--- src/rtl/sqrt_pkg.sv ---
// Shared widths and state encoding for the square-root reconstruction checker.
package sqrt_pkg;
  localparam int unsigned ROOT_W_DEF = 8;
  localparam int unsigned RAD_W_DEF  = 2 * ROOT_W_DEF;
  localparam int unsigned CNT_W_DEF  = $clog2(ROOT_W_DEF);

  typedef enum logic [1:0] {
    IDLE = 2'd0,
    CALC = 2'd1,
    FIN  = 2'd2,
    DONE = 2'd3
  } state_e;
endpackage

--- src/rtl/sqrt_shift_add_step.sv ---
// One shift-add multiply step: adds mcand << idx into the accumulator when the multiplier bit is set.
module sqrt_shift_add_step
  import sqrt_pkg::*;
#(
  parameter int unsigned ROOT_W = ROOT_W_DEF,
  parameter int unsigned RAD_W  = RAD_W_DEF,
  parameter int unsigned IDX_W  = CNT_W_DEF
) (
  input  logic [RAD_W-1:0]  i_acc,
  input  logic [ROOT_W-1:0] i_mcand,
  input  logic [IDX_W-1:0]  i_idx,
  input  logic              i_bit,
  output logic [RAD_W-1:0]  o_acc
);
  logic [RAD_W-1:0] w_partial;

  assign w_partial = RAD_W'(i_mcand) << i_idx;
  assign o_acc     = i_bit ? (i_acc + w_partial) : i_acc;
endmodule

--- config.mk ---
export PLATFORM = sky130hd
export DESIGN_NAME = sqrt_shift_add_step
export DESIGN_NICKNAME = d
export VERILOG_FILES = /design/src/rtl/sqrt_pkg.sv /design/src/rtl/sqrt_shift_add_step.sv
export SDC_FILE = /design/constraint.sdc
export NUM_CORES = 1
export LEC_CHECK = 0
export ABC_AREA = 1
export CAP_MARGIN = 20
export CELL_PAD_IN_SITES_DETAIL_PLACEMENT = 0
export CELL_PAD_IN_SITES_GLOBAL_PLACEMENT = 2
export CORE_AREA = 4 4 83 85
export DETAILED_ROUTE_END_ITERATION = 12
export DIE_AREA = 0 0 87 89
export PLACE_DENSITY_LB_ADDON = 0.15
export SLEW_MARGIN = 20
export SYNTH_ARGS = -nofsm -noshare
export SYNTH_HDL_FRONTEND = slang
export SYNTH_SLANG_ARGS = --single-unit
--- constraint.sdc ---
create_clock -name vclk -period 4.5
set_clock_uncertainty 0.1 [all_clocks]
set_input_delay 1.125 -clock vclk [all_inputs]
set_output_delay 1.125 -clock vclk [all_outputs]
set_load 0.05 [all_outputs]
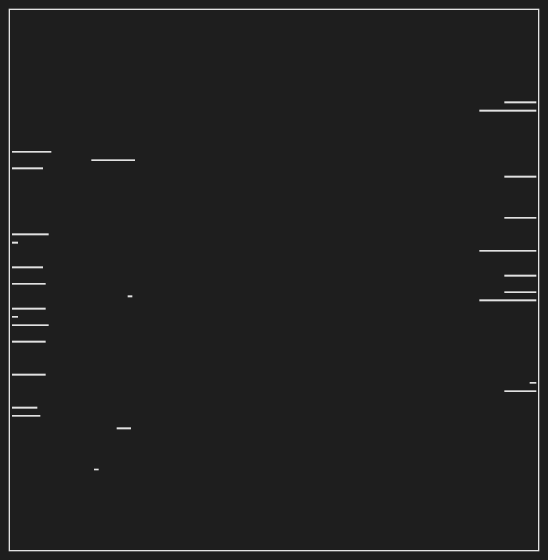
Fig. 1. Signal wires on met3.
- nets with wire on the layer: 25
- main direction: horizontal
- share of all routed wire: 2.4%
Routed WL: 5.15 mm
via count: 1960
GRT met3 Usage: 0

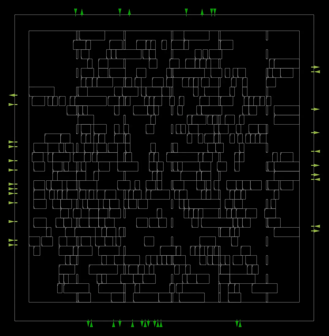
Fig. 2. Placed standard cells.
Well Taps: 77
Seq cells: 0

==> deck_impl_summary.md <==
Physical Implementation Snapshot

Timing
  – Max-slew headroom: 0.670
  – Final tally of setup violations: 0
  – Crit path time final: 4.35 ns
  – Worst-Margin Slew: 0.494 ns
  – RSZ-0062 raised after global routing: no
  – Post-Route Setup TNS: 0 ns

Routing
  – Drt via density: 4.36
  – First-pass DRT Iterations: 4
  – Residual DRC: 0
  – Remaining antenna violation count: 0

Finish
  – #MultiIn Comb: 232
  – Clock-cell share: 0
  – Ant diodes: 0
  – NumNets Final: 419
  – Gate Area: 0.00146 mm²
  – Post-Layout Cell Count: 450
  – Fraction of area in multi-input gates: 0.534
  – Inverters: 45

Synthesis
  – Dominant cell area share: 0.333
  – Post-synth top cells: nand2_1 (123), inv_1 (43), nand3_1 (21), o21ai_0 (17)
  – Post-synth area hogs: nand2_1 (33%), ha_1 (14%), inv_1 (12%)
  – Yosys synthesis chip area: 0.00139 mm²
  – Cell taking the most area after synthesis: nand2_1
  – Seq/Total Area, Yosys: 0
  – Count leader, synth: nand2_1
  – Cell variety after synth: 25
  – Mapped cell area: 0.00139 mm²
  – Synth warn: 0
  – Mean Syn Cell Area: 4.88 µm²

Run
  – Max-cap violations: 0
  – Tool warnings: 33

Floorplanning
  – Die X: 87 µm
  – Die Span Y: 89 µm

Power and ir drop
  – Worst VDD drop: 96.7 µV
  – Cell Pwr Density: 181 mW/mm²

Global routing
  – Vias in the first global route: 1835
  – Initial antenna violation count: 0
  – Largest net degree at the start of global routing: 17

Worst setup path
  – CP max FO: 3
  – Crit Path Category: in -> out
  – Critical Path RT: 3.27 ns

Worst hold path
  – HP Class: in -> out

Placed design
  – Port Buffers: 44
  – Final GP Congestion: 0.767
  – DP Wirelength: 4.38 mm

Clock tree
  – Hold-fix buffers, CTS: 0

Run status
  – Outcome: finished clean
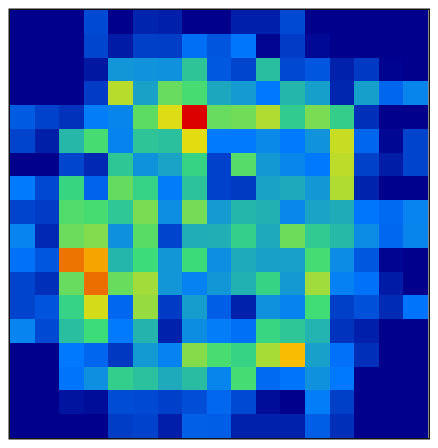
Fig. 3. Signal metal coverage by tile.
The die is cut into 17 by 18 equal tiles; dark blue is low, red is high, scaled to the fullest tile. Values are wire area over tile area, all layers added.
- nearly empty tiles: 20%
- tiles over half the peak: 13%
- mean over tiles: 0.10
- fullest tile: 0.41
Global Route Usage Sum: 0.135
wire length per cell: 11.4 µm

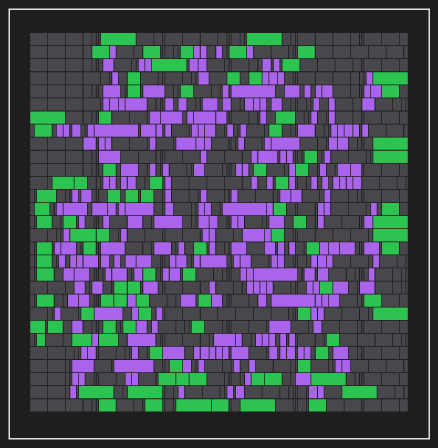
Fig. 4. Placement by cell class.
Fill, decap, tap and diode cells in grey.
- purple: remaining logic cells (cells 277; share of their area 62%)
- green: remaining buffers and delay cells (cells 96; share of their area 38%)
fin util: 0.439
flop share of the area: 0
total core area: 0.00620 mm²

-- final timing paths --
kind / start / to / cells past startpoint
worst max-delay path: i_acc[0] / o_acc[8] / 10
worst min-delay path: i_acc[15] / o_acc[15] / 4
-- per-layer routing --
| metal | vias to the layer above | GRT usage | wire [µm] |
|---|---|---|---|
| met4 | 0 | 0.0113 | 72 |
| li1 | 1074 | - | - |
| met2 | 28 | 0.249 | 2430 |
| met1 | 854 | 0.184 | 2520 |
| met5 | - | 0 | 0 |
| met3 | 4 | 0 | 125 |
-- kinds of logic after synthesis --
logic type,after synthesis,share of synthesized area
muxes,3,0.0217
adders and majority gates,16,0.150
and+or+nand+nor,175,0.527
AOI/OAI and AO/OA,32,0.120
xor gates and xnor gates,6,0.0379
buffers and inverters,52,0.143
-- repair_timing --
action                     CTS  global route
setup buffers                8             7
resized                     68            43
setup endpoints to repair   14            12
pin swaps                   25            20
-- placed cells by master, fill, tap and decap left out, types with 6 or more instances in the layout --
cell and count:
nand3_1 20, o21ai_1 8, dlygate4sd2_1 6, nand2_2 24
inv_2 8, buf_4 48, nand2_1 100, nor2_1 13
clkdlybuf4s50_1 17, buf_12 16, ha_1 9, inv_1 36
o21ai_2 10
-- metrics by stage --
step / cell area (µm²) / total power [mW]
after CTS: 2530 / 0.464
after detailed placement: 2330 / 0.427
after global placement: 2330 / 0.428
final: 2720 / 0.494
after global routing: 2720 / 0.538
after floorplan: 1390 / 0.230
-- where the power goes --
part	internal (mW)	leakage, nW	switching [mW]
logic	0.236	1.42	0.258
clock network	0	0	0
registers	0	0	0
-- critical path, stage by stage --
cell             delay, ns
clkdlybuf4s50_1       0.44
ha_1                  0.25
fa_2                  0.38
nand3_1               0.10
nand3_1               0.14
nand2_1               0.09
nand2_1               0.06
xnor2_1               0.14
o21ai_1               0.22
buf_12                0.17
Power and IR drop assume default switching activity.
